$ cat config.mk
export PLATFORM = sky130hd
export DESIGN_NAME = hmm_mem_arbiter
export DESIGN_NICKNAME = d
export VERILOG_FILES = /design/src/rtl/hmm_mem_arbiter.sv
export SDC_FILE = /design/constraint.sdc
export NUM_CORES = 1
export LEC_CHECK = 0
export ABC_AREA = 1
export CORE_MARGIN = 1.5
export CORE_UTILIZATION = 25
export DETAILED_ROUTE_END_ITERATION = 16
export GPL_TIMING_DRIVEN = 0
export PLACE_DENSITY = 0.59
export SYNTH_ARGS = -nofsm -noshare
export SYNTH_HDL_FRONTEND = slang
export SYNTH_SLANG_ARGS = --single-unit
export TNS_END_PERCENT = 50
$ cat constraint.sdc
create_clock -name clk -period 3.6 [get_ports clk]
set_input_delay 0.72 -clock clk [delete_from_list [all_inputs] [get_ports clk]]
set_output_delay 0.72 -clock clk [all_outputs]
set_load 0.01 [all_outputs]
$ cat src/rtl/hmm_mem_arbiter.sv
// Three-way arbiter (host write, forward read, backtrace read) onto one HMM matrix memory port.
// Grant is same-cycle; memory command follows one cycle later; read data returns 3 cycles after grant. Requesters hold until granted.
module hmm_mem_arbiter #(
  parameter int ADDR_W   = 8,
  parameter int DATA_W   = 16,
  parameter int MAX_WAIT = 4
) (
  input  logic              clk,
  input  logic              reset,
  input  logic              req_host,
  input  logic [ADDR_W-1:0] addr_host,
  input  logic [DATA_W-1:0] wdata_host,
  input  logic              req_fwd,
  input  logic [ADDR_W-1:0] addr_fwd,
  input  logic              lock_fwd,
  input  logic              req_bt,
  input  logic [ADDR_W-1:0] addr_bt,
  output logic              gnt_host,
  output logic              gnt_fwd,
  output logic              gnt_bt,
  output logic              rvalid_fwd,
  output logic              rvalid_bt,
  output logic [DATA_W-1:0] rdata,
  output logic              mem_en,
  output logic              mem_we,
  output logic [ADDR_W-1:0] mem_addr,
  output logic [DATA_W-1:0] mem_wdata,
  input  logic [DATA_W-1:0] mem_rdata,
  output logic              busy
);

  typedef enum logic {ST_ARB, ST_LOCK} state_t;

  localparam logic [3:0] WAIT_LIM = 4'(MAX_WAIT);

  state_t     state;
  logic [3:0] wait_cnt;
  logic [1:0] own1;  // read owner in the mem-command cycle: bit0 fwd, bit1 bt
  logic [1:0] own2;  // read owner in the mem-data cycle
  logic       host_force;

  always_comb begin
    gnt_host   = 1'b0;
    gnt_fwd    = 1'b0;
    gnt_bt     = 1'b0;
    host_force = (state == ST_ARB) && req_host && (wait_cnt == WAIT_LIM);
    if (reset) begin
      case (state)
        ST_ARB: begin
          if (host_force)   gnt_host = 1'b1;
          else if (req_fwd) gnt_fwd  = 1'b1;
          else if (req_bt)  gnt_bt   = 1'b1;
          else if (req_host) gnt_host = 1'b1;
        end
        ST_LOCK: begin
          // Dropping lock_fwd ends the burst; that cycle grants nobody.
          if (lock_fwd && req_fwd) gnt_fwd = 1'b1;
        end
      endcase
    end
  end

  always_ff @(posedge clk) begin
    if (!reset) begin
      state      <= ST_ARB;
      wait_cnt   <= '0;
      own1       <= '0;
      own2       <= '0;
      rvalid_fwd <= 1'b0;
      rvalid_bt  <= 1'b0;
      rdata      <= '0;
      mem_en     <= 1'b0;
      mem_we     <= 1'b0;
      mem_addr   <= '0;
      mem_wdata  <= '0;
    end else begin
      case (state)
        ST_ARB:  if (gnt_fwd && lock_fwd) state <= ST_LOCK;
        ST_LOCK: if (!lock_fwd)           state <= ST_ARB;
      endcase

      if (!req_host || gnt_host)  wait_cnt <= '0;
      else if (wait_cnt != WAIT_LIM) wait_cnt <= wait_cnt + 4'd1;

      mem_en <= gnt_host | gnt_fwd | gnt_bt;
      mem_we <= gnt_host;
      if (gnt_host) begin
        mem_addr  <= addr_host;
        mem_wdata <= wdata_host;
      end else if (gnt_fwd) begin
        mem_addr  <= addr_fwd;
      end else if (gnt_bt) begin
        mem_addr  <= addr_bt;
      end

      own1       <= {gnt_bt, gnt_fwd};
      own2       <= own1;
      rvalid_fwd <= own2[0];
      rvalid_bt  <= own2[1];
      if (|own2) rdata <= mem_rdata;
    end
  end

  assign busy = (state == ST_LOCK) || (|own1) || (|own2);

endmodule
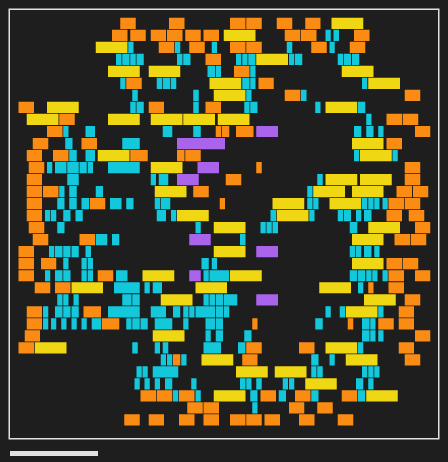
Figure 1: run 1, placed cells, one color a class.
The bar under the picture is 20 µm long.
Key: yellow = flops [cells 53, share of their area 31%]; orange = other buffers and delay cells [cells 122, share of their area 34%]; cyan = combinational and other logic [cells 219, share of their area 31%]; purple = clock drivers and dummy loads [cells 8, share of their area 3.5%]

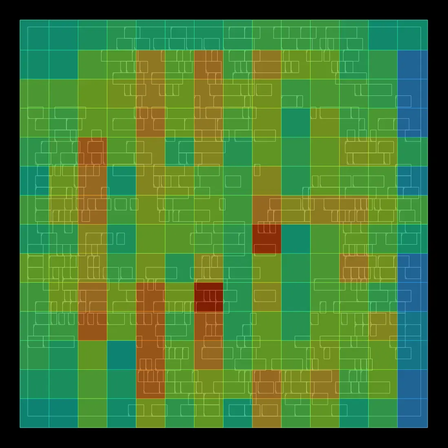
Figure 2: run 1, routing congestion map.
gr usage total: 0.129
share of the core filled with cells: 0.411

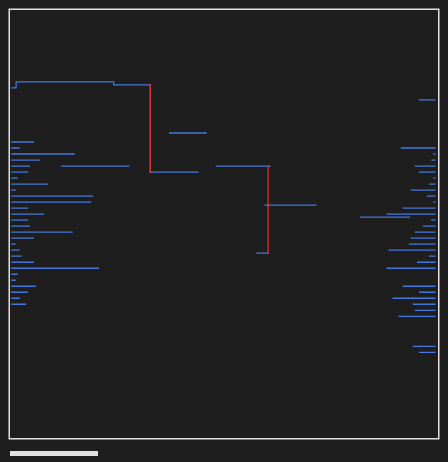
Figure 3: run 1, wiring by layer.
The bar under the picture is 20 µm long. Two of the layers only.
Key: blue = metal 3 [wire length 401 µm]; red = metal 4 [wire length 39.4 µm]

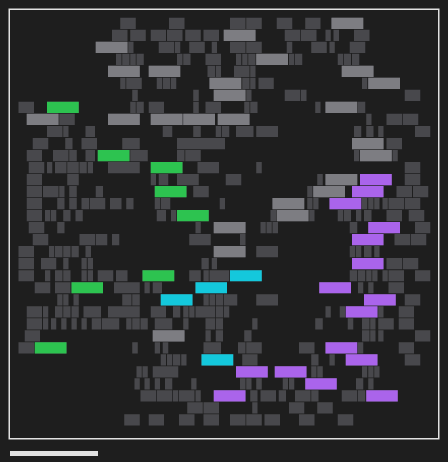
Figure 4: run 1, register map, names as in the netlist.
The bar under the picture is 20 µm long. Other sequential cells in the stronger gray, the rest of the logic in the fainter gray.
Key: green = `mem_addr` [sequential cells 8]; purple = `rdata` [sequential cells 16]; cyan = `wait_cnt` [sequential cells 4]

==> results.cfg, run 1 <==
; implementation run metrics
[outcome]
status = finished clean

[floorplanning]
die_y_um = 96.9
io_pins = 110
fp_util = 0.255

[cells_and_area]
inv_count = 23
flop_area_um2 = 1060
sh_seq_area = 0.299
buffer_area_frac = 0.331
final_nets = 465
antenna_cells = 0
clkbuf_count = 6
nFlopsAndLatches = 53

[yosys]
fp_nets = 349
edf_count = 0
xor_area_frac = 0.00398
synth_seq_share = 0.482
yosysUniqueCellTypes = 25
simple_gate_share = 0.363

[power_and_ir_drop]
power_frac_seq = 0.480
p_total_mw = 1.34
pwr-share-clk = 0.320
pg_clk_mw = 0.427
power.switching_mw = 0.334
p_per_area_nw_per_um2 = 377

[global_route]
use_met1 = 0.156
top_usage_layer = met2

[clock_tree]
clk_pin_slew_worst_paths_ns = 0.10
cts_tree = built
postCtsSetupRepairBufs = 0
clock.latency.late_pin_ns = 0.30
cts_root_buf = clkbuf_8

[placement]
dpl-instance-area_um2 = 3430
io_buffers = 109
place_ws_ns = 0.286

[critical_path]
endpoint_kind = output pin
critPathMaxStageDelay_ns = 0.54
path_max_fanout = 10

[detailed_routing]
drc = 0
via_count = 2195
wl_met3_um = 401

[sta]
setup_slack_ns = 0.307
max_slew_margin = 0.708
worstMarginPinSlew_ns = 0.437
drv_slew = 0
==> run 1: worst paths after layout <==
kind / to / depth (start not counted) / start / slack, ns
min: rvalid_fwd / 2 / own2[0] / 0.43
max reg2reg: mem_addr[3] / 10 / wait_cnt[0] / 1.99
min reg2reg: rvalid_fwd / 2 / own2[0] / 0.43
max: gnt_host / 9 / req_host / 0.31
==> run 1: flip-flops by register name, summed over array words and instances, names as in the netlist <==
name / cells
wait_cnt: 4
mem_addr: 8
rdata: 16
rvalid_fwd: 1
mem_we: 1
mem_en: 1
rvalid_bt: 1
state: 1
own1: 2
own2: 2
mem_wdata: 16
==> run 1: worst max-delay path, delay by kind of cell <==
family,cells,cell delay [ns]
simple gates,4,0.47
buf+inv,5,1.37
Figure 5. Gate families picked out (run 1).
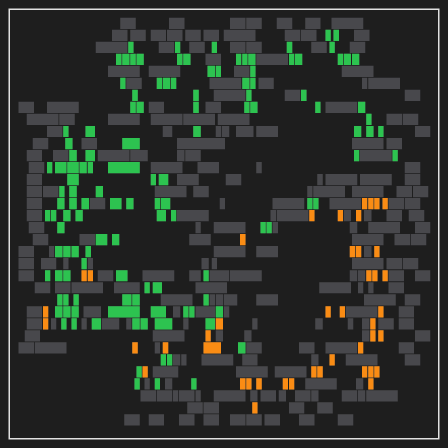

==> run 2, diff against run 1 <==
--- a/config.mk
+++ b/config.mk
@@ -10,7 +10,6 @@
 export CORE_UTILIZATION = 25
 export DETAILED_ROUTE_END_ITERATION = 16
 export GPL_TIMING_DRIVEN = 0
-export PLACE_DENSITY = 0.59
 export SYNTH_ARGS = -nofsm -noshare
 export SYNTH_HDL_FRONTEND = slang
 export SYNTH_SLANG_ARGS = --single-unit
==> constraint.sdc (replaced) <==
create_clock -name clk -period 3.9 [get_ports clk]
set_input_delay 0.78 -clock clk [delete_from_list [all_inputs] [get_ports clk]]
set_output_delay 0.78 -clock clk [all_outputs]
set_load 0.01 [all_outputs]
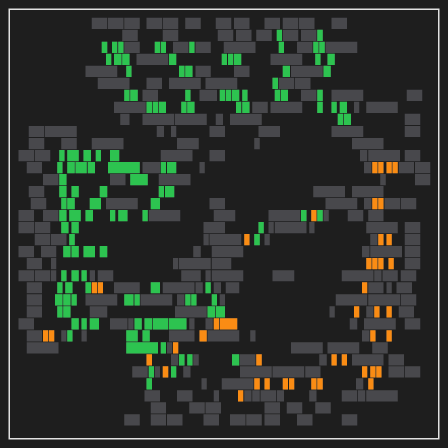
Figure 6: run 2, gate families picked out.
Key: orange = NOR gates [cells 44]; green = NAND gates [cells 126]

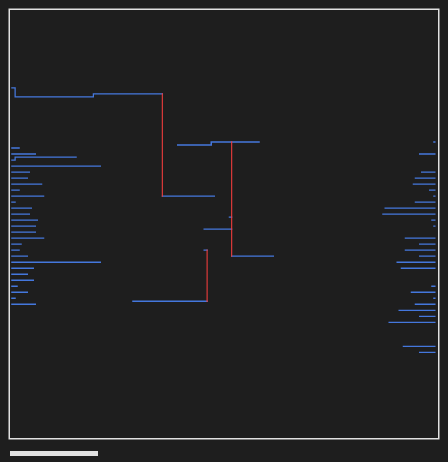
Figure 7: run 2, wiring by layer.
The bar under the picture is 20 µm long. Two of the layers only.
Key: blue = metal 3 [wire length 374 µm]; red = metal 4 [wire length 60.5 µm]

==> run 2 against run 1 <==
Critical path depth stayed put. Sequential share of layout area rose by 0.40 points. Synthesized cell count did not move. Highest routed layer unchanged.
==> results.cfg, run 2 <==
; implementation run metrics
[outcome]
status = finished clean

[yosys]
fp_nets = 349
simple_gate_share = 0.363

[clock_tree]
cts_root_buf = clkbuf_8
cts_tree = built

[floorplanning]
io_pins = 110

[cells_and_area]
final_nets = 465
antenna_cells = 0
inv_count = 23

[power_and_ir_drop]
p_total_mw = 1.12
power.switching_mw = 0.285
pwr-share-clk = 0.253
p_per_area_nw_per_um2 = 320
pg_clk_mw = 0.283

[global_route]
top_usage_layer = met2

[critical_path]
crit_buf_inv = 5
path_max_fanout = 10
cp_top_family = buffers and inverters
critPathMaxStageDelay_ns = 0.53

[placement]
dpl-instance-area_um2 = 3430
==> run 2: cell types whose count changed in the layout (fill, tap and decap cells not counted) <==
cell | before | now
clkinvlp_4 | 1 | 0
clkbuf_8 | 6 | 5
bufinv_16 | 1 | 0
clkinv_2 | 0 | 1
==> run 2: path summary, 6_finish.rpt <==
check | from | to | slack [ns] | cells past startpoint
worst min register to register | own2[1] | rvalid_bt | 0.43 | 2
worst max register to register | wait_cnt[0] | mem_addr[3] | 2.27 | 10
worst min-delay path | own2[1] | rvalid_bt | 0.43 | 2
worst max-delay path | req_host | gnt_host | 0.52 | 9
==> run 2: through the flow <==
step,cells,setup slack [ns]
floorplan,285,1.69
global placement,502,0.507
detailed placement,502,0.501
CTS,508,0.500
global route,508,0.380
finish,508,0.516
Power is estimated from default activity; no workload was simulated.
